==> src/rtl/uart_transmitter_pkg.sv <==
// uart_transmitter_pkg: shared UART state encoding, oversampling constant and defaults
package uart_transmitter_pkg;
  localparam int OVERSAMPLE  = 16;
  localparam int DEF_DBIT    = 8;
  localparam int DEF_SB_TICK = 16;
  typedef enum logic [2:0] {
    IDLE   = 3'd0,
    START  = 3'd1,
    DATA   = 3'd2,
    PARITY = 3'd3,
    STOP   = 3'd4
  } uart_state_e;
  function automatic int cnt_w(input int sb_tick);
    return (sb_tick > OVERSAMPLE) ? $clog2(sb_tick) : $clog2(OVERSAMPLE);
  endfunction
endpackage

==> src/rtl/uart_transmitter_parity.sv <==
// uart_parity: even/odd parity of a data word, shared by transmitter and receiver
module uart_parity #(
  parameter int W = 8
) (
  input  logic [W-1:0] data,
  input  logic         odd,
  output logic         parity
);
  assign parity = (^data) ^ odd;
endmodule

==> src/rtl/uart_transmitter.sv <==
// uart_transmitter: serialises one word LSB-first with start, optional parity and stop bits on a 16x tick
module uart_transmitter
  import uart_transmitter_pkg::*;
#(
  parameter int DBIT       = DEF_DBIT,
  parameter int SB_TICK    = DEF_SB_TICK,
  parameter int PARITY_EN  = 0,
  parameter int PARITY_ODD = 0
) (
  input  logic            clk,
  input  logic            reset,
  input  logic            s_tick,
  input  logic            tx_start,
  input  logic [DBIT-1:0] tx_dataIn,
  output logic            tx_doneTick,
  output logic            tx_busy,
  output logic            tx
);
  localparam int SW = cnt_w(SB_TICK);
  localparam int NW = $clog2(DBIT);
  localparam logic [SW-1:0] BIT_END  = SW'(OVERSAMPLE - 1);
  localparam logic [SW-1:0] STOP_END = SW'(SB_TICK - 1);
  localparam logic [NW-1:0] N_END    = NW'(DBIT - 1);

  uart_state_e     state_q, state_d;
  logic [SW-1:0]   s_cnt_q, s_cnt_d;
  logic [NW-1:0]   n_cnt_q, n_cnt_d;
  logic [DBIT-1:0] b_q, b_d;
  logic            par_q, par_d;
  logic            tx_q, tx_d;
  logic            par_new;
  logic            stop_end;

  uart_parity #(.W(DBIT)) u_parity (
    .data   (tx_dataIn),
    .odd    (PARITY_ODD != 0),
    .parity (par_new)
  );

  always_comb begin
    state_d  = state_q;
    s_cnt_d  = s_cnt_q;
    n_cnt_d  = n_cnt_q;
    b_d      = b_q;
    par_d    = par_q;
    stop_end = 1'b0;
    case (state_q)
      IDLE: if (tx_start) begin
        state_d = START;
        s_cnt_d = '0;
        b_d     = tx_dataIn;
        par_d   = par_new;
      end
      START: if (s_tick) begin
        if (s_cnt_q == BIT_END) begin
          state_d = DATA;
          s_cnt_d = '0;
          n_cnt_d = '0;
        end else s_cnt_d = s_cnt_q + 1'b1;
      end
      DATA: if (s_tick) begin
        if (s_cnt_q == BIT_END) begin
          s_cnt_d = '0;
          b_d     = b_q >> 1;
          n_cnt_d = n_cnt_q + 1'b1;
          if (n_cnt_q == N_END) state_d = (PARITY_EN != 0) ? PARITY : STOP;
        end else s_cnt_d = s_cnt_q + 1'b1;
      end
      PARITY: if (s_tick) begin
        if (s_cnt_q == BIT_END) begin
          state_d = STOP;
          s_cnt_d = '0;
        end else s_cnt_d = s_cnt_q + 1'b1;
      end
      STOP: if (s_tick) begin
        if (s_cnt_q == STOP_END) begin
          state_d  = IDLE;
          s_cnt_d  = '0;
          stop_end = 1'b1;
        end else s_cnt_d = s_cnt_q + 1'b1;
      end
      default: state_d = IDLE;
    endcase
    // line level follows the next state so it is already correct on the edge that enters it
    tx_d = (state_d == START)  ? 1'b0 :
           (state_d == DATA)   ? b_d[0] :
           (state_d == PARITY) ? par_d : 1'b1;
  end

  always_ff @(posedge clk) begin
    if (reset) begin
      state_q <= IDLE;
      s_cnt_q <= '0;
      n_cnt_q <= '0;
      b_q     <= '0;
      par_q   <= 1'b0;
      tx_q    <= 1'b1;
    end else begin
      state_q <= state_d;
      s_cnt_q <= s_cnt_d;
      n_cnt_q <= n_cnt_d;
      b_q     <= b_d;
      par_q   <= par_d;
      tx_q    <= tx_d;
    end
  end

  // done is issued during the final stop tick so the fifo pop lands on the IDLE edge
  assign tx_doneTick = stop_end & ~reset;
  assign tx_busy     = (state_q != IDLE);
  assign tx          = tx_q;
endmodule

==> config.mk <==
export PLATFORM = sky130hd
export DESIGN_NAME = uart_transmitter
export DESIGN_NICKNAME = d
export VERILOG_FILES = /design/src/rtl/uart_transmitter_pkg.sv /design/src/rtl/uart_transmitter_parity.sv /design/src/rtl/uart_transmitter.sv
export SDC_FILE = /design/constraint.sdc
export NUM_CORES = 1
export LEC_CHECK = 0
export CELL_PAD_IN_SITES_DETAIL_PLACEMENT = 2
export CELL_PAD_IN_SITES_GLOBAL_PLACEMENT = 2
export CORE_ASPECT_RATIO = 0.8
export CORE_MARGIN = 4
export CORE_UTILIZATION = 32
export CTS_CLUSTER_DIAMETER = 40
export DETAILED_ROUTE_END_ITERATION = 8
export GPL_TIMING_DRIVEN = 1
export PLACE_DENSITY_LB_ADDON = 0.1
export SYNTH_ARGS = -nofsm -noshare
export SYNTH_HDL_FRONTEND = slang
export SYNTH_SLANG_ARGS = --single-unit
==> constraint.sdc <==
create_clock -name clk -period 1.9 [get_ports clk]
set_input_delay 0.38 -clock clk [delete_from_list [all_inputs] [get_ports clk]]
set_output_delay 0.38 -clock clk [all_outputs]
set_load 0.02 [all_outputs]
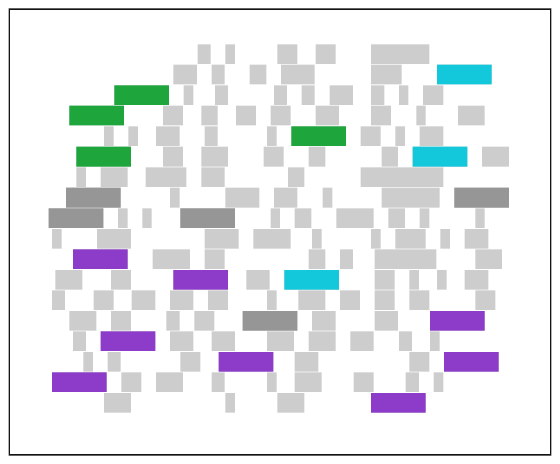
**Above:** register map, names as in the netlist.
Other sequential cells in the stronger grey, the rest of the logic in the fainter grey.
| colour | name in the netlist | placed flops |
|---|---|---|
| cyan | `state_q` | 3 |
| green | `s_cnt_q` | 4 |
| purple | `b_q` | 8 |

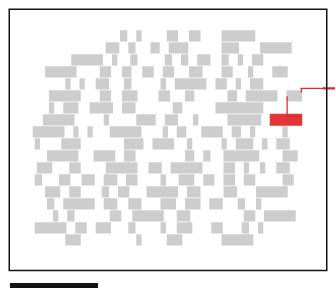
**Above:** port wiring.
Scale bar: 20 µm.
| colour | port | direction | edge | end cells | buffers | wire |
|---|---|---|---|---|---|---|
| red | `tx` | output | right | 1 | 1 | 13.8 µm |

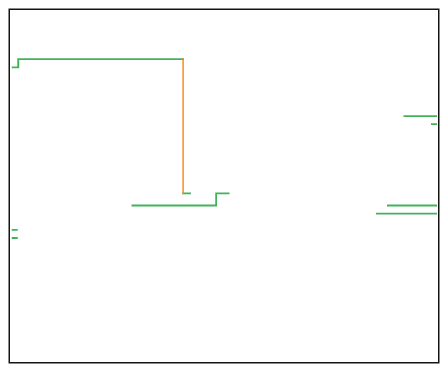
**Above:** metal layers overlaid.
Only two layers are drawn.
| colour | layer | wire length |
|---|---|---|
| orange | met4 | 22.4 µm |
| green | met3 | 74.5 µm |
WL final: 2970 µm
Via Count: 953
WL/cell: 16.3 µm
Tot GR Track Use: 16.0%

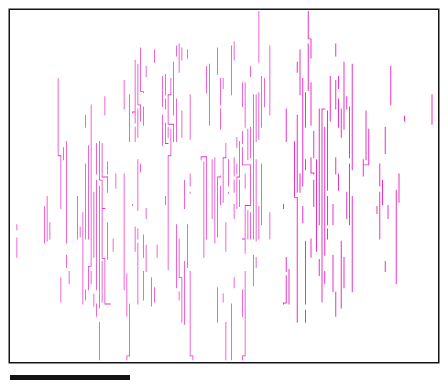
**Above:** M2 wires.
Scale bar: 20 µm.
nets with wire on the layer: 146
main direction: vertical

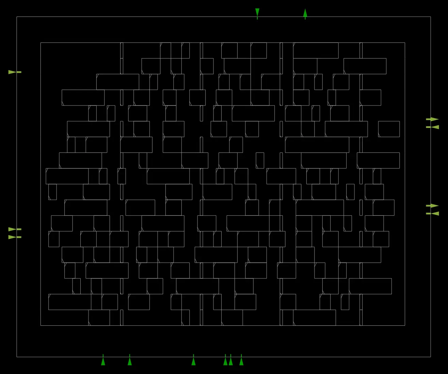
**Above:** cell outlines without signal wires.
Well-Tap Cells: 40
flip-flops: 20
Fill cells: 343
Non-Filler Instances: 182
Seq/total area: 28.8%

==> Slide: Implementation Results <==
Physical Implementation Snapshot

Critical path
  • R2R depth: 7
  • Data arrival time of the critical path: 1.44 ns
  • WS Path Type: flip-flop to primary output
  • CP Depth: 2
  • Reg-to-reg critical path endpoint: tx
  • Crit-path slowest cell: or3_4
  • CP Launch Point: state_q[2]
  • Worst path bufs/invs: 1
  • Worst Setup EP: tx_busy
  • Reg2Reg Setup Slack: 0.11 ns
  • Worst path max stage delay: 0.44 ns
  • Top delay family on crit path: simple AND/OR/NAND/NOR gates
  • Critical path endpoint category: primary output
  • CP Max Fanout: 9

Placement
  • GPL Wtd Cong: 0.803
  • I/O Buffers: 14
  • Setup WS pre-CTS: -0.319 ns
  • Placed cell count: 178
  • DP Wirelength: 2170 µm

Final layout
  • Top Layout Cells: dfxtp_1, nor2_1, buf_4
  • Ratio of cells with drive above 1 in the final layout: 20.4%
  • Max-area cell class: combinational gates
  • Logic area: 594 µm²
  • Signal buf overhead: 18.9%
  • Top flop regs: b_q (8), s_cnt_q (4)
  • Non-CTS buffers: 30
  • Fraction of area in multi-input gates: 42.8%
  • Nets: 158
  • Top reg by flops: b_q
  • Diode count: 0
  • # clk buffers: 3
  • Clock-cell share: 5.13%
  • Top cell excl fill/tap: dfxtp_1
  • Fin area: 1390 µm²
  • Max FFs per register: 8
  • Logic Gate Count: 85
  • Storage element area: 400 µm²
  • Synth-to-layout area growth: 34.2%

Detailed routing
  • Pre-Repair DR Iteration Count: 2
  • DRC Markers: 0
  • DR top layer: met4
  • WL met3: 74 µm
  • Vias per cell: 5.24
  • Antenna-violating nets left: 0
  • First-iteration detailed-routing DRC count: 31

Pwr
  • Pint: 0.000811 W
  • Comb pwr share: 17.0%
  • Top Consumer: registers
  • NetSw: 0.000248 W
  • Overall Power: 0.00106 W
  • Maximum VDD drop: 0.000454 V
  • Pwr/cell area: 762 nW/µm²
  • P_comb: 0.000180 W
  • P_seq: 0.000449 W
  • Clk pwr share: 40.6%
  • Clk. pwr: 0.000430 W
  • Sw Ratio: 23.4%
  • LEAKAGE: 0.532 nW

Yosys
  • Most common cell in the synthesized netlist: dfxtp_1
  • Dominant comb cell: AND-OR/OR-AND gates
  • Synth Seq Share: 38.6%
  • FFs w/ async S/R, synth: 0%
  • Dominant Register Cell: dfxtp_1
  • Cell total in the yosys stat output: 115
  • Yosys Warn Count: 0
  • Area leader, netlist: dfxtp_1
  • Post-synth top cells: dfxtp_1, nor2_1, a21oi_1, xnor2_1
  • Synth flops: 20
  • Cell Type Count: 34
  • Mean Syn Cell Area: 9.01 µm²
  • Post-synth EDFFs: 0
  • XOR/XNOR Area Share: 7.61%
  • Max-area cell share: 38.6%
  • Post-synth mux share: 1.93%
  • Mapped cell area: 1040 µm²
  • Adder Share, Synth: 3.62%
  • Syn Nets: 130
  • Simple-Gate Area Share: 19.8%
  • Post-synthesis cell count: 115
  • Top cells, area: dfxtp_1, xnor2_1, nor2_1, a22oi_1, a21oi_1
  • Aoi share: 23.3%

Global route
  • Met3 Use GR: 4.27%
  • Remaining global-route overflow: 0
  • Pin count of the biggest net entering global routing: 21
  • Met1 Usage GRT: 19.8%
  • Layer with the highest usage: met2
  • Initial antenna violation count: 0
  • First-pass GRT wire length: 5130 µm
  • Vias in the first global route: 1040
  • GRT met2 Usage: 28.0%

Clocking
  • Later-pin clock latency in the skew report: 0.26 ns
  • Clock tree buffer depth: 2
  • Post-CTS Resized: 5
  • Cts bufs inserted: 3
  • Hold Buf Count CTS: 0
  • Clock-pin slew on the worst setup and hold paths: 0.08 ns
  • Root Buffer: clkbuf_8
  • Clk sinks: 20
  • CTS tree: done
  • H-tree Lvls: 1
  • Total setup buffers inserted after CTS: 0

Timing
  • Final Setup Violations: 0
  • Worst-margin pin slew: 0.340 ns
  • Maximum clock rate: 548 MHz
  • Tcrit/Tclk final: 96.0%
  • RSZ-0062 raised after global routing: no
  • Hold_ws: 0.464 ns
  • Setup TNS: 0 ns
  • Final min period: 1.82 ns
  • Fin. Hold Viols: 0
  • Final Max Slew Viols: 0
  • Fin worst setup slack: 0.0757 ns
  • Clock skew: 0.00125 ns

Job
  • Tool warnings: 26

Floorplanning
  • Die Y: 58.9 µm
  • Die Width: 71.6 µm
  • Chip area: 4220 µm²
  • Core Rows: 18
  • FP Util: 33.6%
  • IO Pins: 15

Min path
  • Hold worst-path end: b_q[5]
  • Worst Hold Path Cells: 2
  • Tightest Hold Check Type: flip-flop to flip-flop
  • Hold wc startpoint: b_q[5]

Run status
  • Status: finished clean
Power figures rest on the tool's default switching activity, not on a simulated workload.
